$ cat config.mk
export PLATFORM = sky130hd
export DESIGN_NAME = fetch_unit_flat
export DESIGN_NICKNAME = d
export VERILOG_FILES = /design/src/rtl/fetch_if.sv /design/src/rtl/fetch_unit.sv /design/src/flat_wrapper.sv
export SDC_FILE = /design/constraint.sdc
export NUM_CORES = 1
export LEC_CHECK = 0
export CORE_ASPECT_RATIO = 0.5
export CORE_MARGIN = 3
export CORE_UTILIZATION = 25
export DETAILED_ROUTE_END_ITERATION = 12
export GPL_TIMING_DRIVEN = 0
export HOLD_SLACK_MARGIN = 0.02
export SYNTH_ARGS = -nofsm -noshare
export SYNTH_HDL_FRONTEND = slang
export SYNTH_SLANG_ARGS = --single-unit
export TNS_END_PERCENT = 50
$ cat constraint.sdc
create_clock -name clk -period 7.35 [get_ports clk]
set_input_delay 1.47 -clock clk [delete_from_list [all_inputs] [get_ports clk]]
set_output_delay 1.47 -clock clk [all_outputs]
set_load 0.1 [all_outputs]
$ cat src/rtl/fetch_if.sv
`default_nettype none
// ============================================================================
//  Module      : fetch_if
//  Description : Bundle of the instruction-memory bus, the decode handshake
//                and the redirect/fault sideband of the fetch stage.
//  Revision    : 1.0  initial release
// ============================================================================
interface fetch_if;
    // Instruction memory side
    logic [31:0] iaddr;
    logic [31:0] idata;
    // Decode handshake
    logic        inst_valid;
    logic        inst_ready;
    logic [31:0] inst;
    logic [31:0] inst_pc;
    // Control-flow redirect and fault report
    logic        redirect;
    logic [31:0] redirect_pc;
    logic        fault;
    logic [31:0] fault_pc;

    // Fetch-unit view
    modport master (
        output iaddr,
        input  idata,
        output inst_valid,
        input  inst_ready,
        output inst,
        output inst_pc,
        input  redirect,
        input  redirect_pc,
        output fault,
        output fault_pc
    );

    // Environment view (memory, decode, branch resolution)
    modport slave (
        input  iaddr,
        output idata,
        input  inst_valid,
        output inst_ready,
        input  inst,
        input  inst_pc,
        output redirect,
        output redirect_pc,
        input  fault,
        input  fault_pc
    );
endinterface
`default_nettype wire

$ cat src/rtl/fetch_unit.sv
`default_nettype none
// ============================================================================
//  Module      : fetch_unit
//  Description : Program counter plus instruction fetch. Drives imem with the
//                PC, captures the returned word in the same cycle and queues
//                {word, pc} pairs for decode behind a valid/ready handshake.
//                Redirects flush the queue; misaligned targets park the unit
//                in a fault state until an aligned redirect arrives.
//  Revision    : 1.0  initial release
// ============================================================================
module fetch_unit #(
    parameter logic [31:0] RESET_PC = 32'h0000_0000,
    parameter int          QDEPTH   = 2
) (
    input  wire        clk,
    input  wire        rst,
    fetch_if.master    bus
);

    localparam int PTR_W = (QDEPTH > 1) ? $clog2(QDEPTH) : 1;
    localparam int CNT_W = PTR_W + 1;

    localparam logic [CNT_W-1:0] c_depth    = CNT_W'(QDEPTH);
    localparam logic [0:0]       c_st_fetch = 1'b0;
    localparam logic [0:0]       c_st_fault = 1'b1;

    // Architectural state
    logic [31:0]      pc_q,       pc_d;
    logic [0:0]       state_q,    state_d;
    logic [31:0]      fault_pc_q, fault_pc_d;
    logic [PTR_W-1:0] head_q,     head_d;
    logic [PTR_W-1:0] tail_q,     tail_d;
    logic [CNT_W-1:0] count_q,    count_d;
    logic [31:0]      data_q [QDEPTH];
    logic [31:0]      data_d [QDEPTH];
    logic [31:0]      epc_q  [QDEPTH];
    logic [31:0]      epc_d  [QDEPTH];

    logic w_pop;
    logic w_push;
    logic w_aligned;

    // Handshake qualifiers; a redirect suppresses both queue operations
    always_comb begin
        w_aligned = (bus.redirect_pc[1:0] == 2'b00);
        w_pop     = (count_q != '0) && bus.inst_ready && !bus.redirect;
        w_push    = (state_q == c_st_fetch) && !bus.redirect &&
                    ((count_q != c_depth) || w_pop);
    end

    // Next-state computation for PC, FSM, fault capture and the queue
    always_comb begin
        pc_d       = pc_q;
        state_d    = state_q;
        fault_pc_d = fault_pc_q;
        head_d     = head_q;
        tail_d     = tail_q;
        count_d    = count_q;
        data_d     = data_q;
        epc_d      = epc_q;

        if (bus.redirect) begin
            // Flush; pointers restart at zero so the queue is trivially empty
            head_d  = '0;
            tail_d  = '0;
            count_d = '0;
            if (w_aligned) begin
                pc_d    = bus.redirect_pc;
                state_d = c_st_fetch;
            end else begin
                // PC is left untouched; only the offending target is recorded
                state_d    = c_st_fault;
                fault_pc_d = bus.redirect_pc;
            end
        end else begin
            if (w_pop) begin
                head_d = head_q + 1'b1;
            end
            if (w_push) begin
                data_d[tail_q] = bus.idata;
                epc_d[tail_q]  = pc_q;
                tail_d         = tail_q + 1'b1;
                pc_d           = pc_q + 32'd4;
            end
            case ({w_push, w_pop})
                2'b10:   count_d = count_q + 1'b1;
                2'b01:   count_d = count_q - 1'b1;
                default: count_d = count_q;
            endcase
        end
    end

    // State registers with asynchronous reset
    always_ff @(posedge clk or posedge rst) begin
        if (rst) begin
            pc_q       <= RESET_PC;
            state_q    <= c_st_fetch;
            fault_pc_q <= '0;
            head_q     <= '0;
            tail_q     <= '0;
            count_q    <= '0;
            for (int i = 0; i < QDEPTH; i++) begin
                data_q[i] <= '0;
                epc_q[i]  <= '0;
            end
        end else begin
            pc_q       <= pc_d;
            state_q    <= state_d;
            fault_pc_q <= fault_pc_d;
            head_q     <= head_d;
            tail_q     <= tail_d;
            count_q    <= count_d;
            data_q     <= data_d;
            epc_q      <= epc_d;
        end
    end

    // Outputs: address is the live PC, head entry drives decode
    always_comb begin
        bus.iaddr      = pc_q;
        bus.inst_valid = (count_q != '0);
        bus.inst       = data_q[head_q];
        bus.inst_pc    = epc_q[head_q];
        bus.fault      = (state_q == c_st_fault);
        bus.fault_pc   = fault_pc_q;
    end

endmodule
`default_nettype wire

$ cat src/flat_wrapper.sv
// flat-port wrapper written by rule: the top's interface ports become plain ports
module fetch_unit_flat 
#(
    parameter logic [31:0] RESET_PC = 32'h0000_0000,
    parameter int          QDEPTH   = 2
)
  (clk, rst, bus_iaddr, bus_idata, bus_inst_valid, bus_inst_ready, bus_inst, bus_inst_pc, bus_redirect, bus_redirect_pc, bus_fault, bus_fault_pc);
  fetch_if bus_i ();
  input  wire clk;
  input  wire rst;
  output wire logic [$bits(bus_i.iaddr)-1:0] bus_iaddr;
  input wire logic [$bits(bus_i.idata)-1:0] bus_idata;
  output wire logic [$bits(bus_i.inst_valid)-1:0] bus_inst_valid;
  input wire logic [$bits(bus_i.inst_ready)-1:0] bus_inst_ready;
  output wire logic [$bits(bus_i.inst)-1:0] bus_inst;
  output wire logic [$bits(bus_i.inst_pc)-1:0] bus_inst_pc;
  input wire logic [$bits(bus_i.redirect)-1:0] bus_redirect;
  input wire logic [$bits(bus_i.redirect_pc)-1:0] bus_redirect_pc;
  output wire logic [$bits(bus_i.fault)-1:0] bus_fault;
  output wire logic [$bits(bus_i.fault_pc)-1:0] bus_fault_pc;
  assign bus_iaddr = bus_i.iaddr;
  assign bus_i.idata = bus_idata;
  assign bus_inst_valid = bus_i.inst_valid;
  assign bus_i.inst_ready = bus_inst_ready;
  assign bus_inst = bus_i.inst;
  assign bus_inst_pc = bus_i.inst_pc;
  assign bus_i.redirect = bus_redirect;
  assign bus_i.redirect_pc = bus_redirect_pc;
  assign bus_fault = bus_i.fault;
  assign bus_fault_pc = bus_i.fault_pc;
  fetch_unit #(.RESET_PC(RESET_PC), .QDEPTH(QDEPTH)) u_core (.clk(clk), .rst(rst), .bus(bus_i));
endmodule
==> ci_impl_report.md <==
## PnR job results

| Metric | Value |
|---|---|
| Hold slack | 0.4873 ns |
| Synthesized area per cell | 13.25 um2 |
| Clk pwr share | 17.7% |
| Drt wl/cell | 18.61 um |
| Clk slew on worst S/H paths | 0.07 ns |
| Final cycle utilization of the critical path | 66.88% |
| WP data required | 5.88 ns |
| Log Warnings | 28 |
| Slowest cell delay on critical path | 1.16 ns |
| Bufs w/o clock | 240 |
| Hold Fails Final Rpt | 0 |
| Width of the die | 272.9 um |
| Worst path cell trace | clkbuf_1 > clkbuf_1 > mux2_2 > clkdlybuf4s50_1 |
| Top power group | combinational cells |
| Cell class ranked first by area | sequential cells |
| DRT iter0 DRCs | 320 |
| Cell Area, Synth | 8907 um2 |
| Yosys cell count | 672 |
| Combinational Power Share | 50.6% |
| Met1 wire length | 10160 um |
| Sequential share of power | 31.7% |
| Flop share of the area | 40.83% |
| Vias per inst | 4.598 |
| Clk root buf | clkbuf_16 |
| Synthesis area per yosys | 8907 um2 |
| GRT Total Usage | 13.48% |
| Synth Area in Simple Gates | 7.347% |
| Int Pwr | 2.589 mW |
| Total power | 5.066 mW |
| Biggest regs | u_core.data_q (64), u_core.epc_q (64) |
| Synth top cell by count | mux2_2 |
| Drt pass-1 iters | 5 |
| Status | completed |
| Longest Clk Path Bufs | 2 |
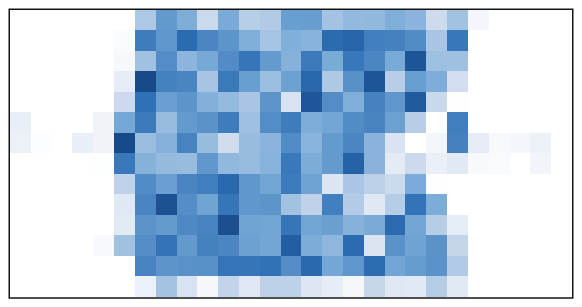
(images/cell_density.png)
The die is cut into 27 by 14 equal tiles; white is low, dark blue is high, 0 to 100% covered.
nearly empty tiles	36%
emptiest ninth of the die	east
mean over tiles	30%
tiles over 75% full	5.0%
fullest tile	90%
Core Area: 34770 um2
fp util: 25.62%
fin util: 34.72%

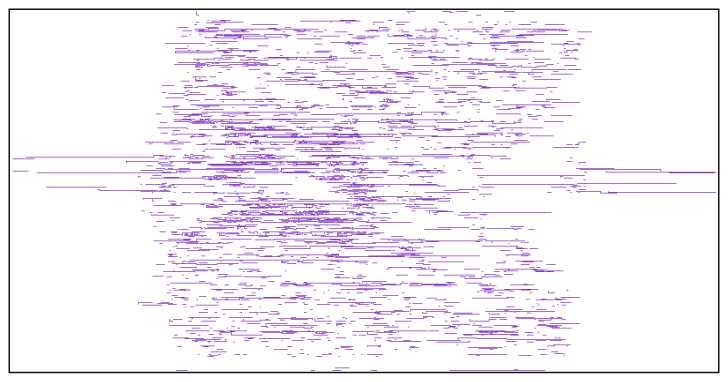
(images/layer_met1.png)
share of all routed wire	40%
main direction	horizontal
wire length on this layer	10200 um
nets with wire on the layer	898
longest straight run	53.8 um
grt met1 use: 15.40%
DR vias: 6332
Detailed Route WL: 25630 um

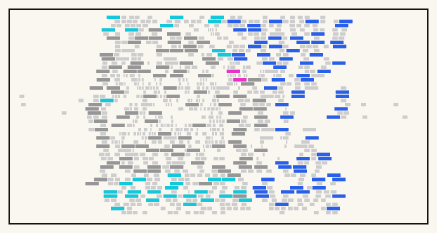
(images/flops_by_reg.png)
Other sequential cells in the stronger gray, the rest of the logic in the fainter gray.
color	netlist name	sequential cells
cyan	`u_core.bus.fault_pc`	32
magenta	`u_core.count_q`	2
blue	`u_core.data_q`	64
not colored	99

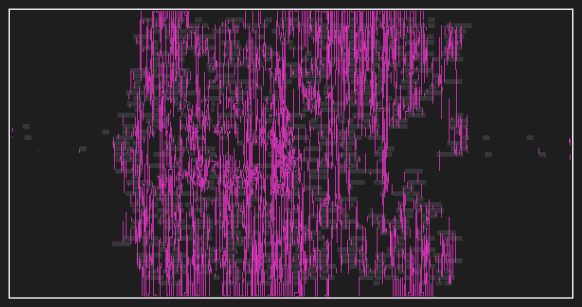
(images/layer_met2.png)
Cells faint in the background.
wire length on this layer	14400 um
share of all routed wire	56%
main direction	vertical

No activity file was given, so power comes from the tool's default toggle rates.
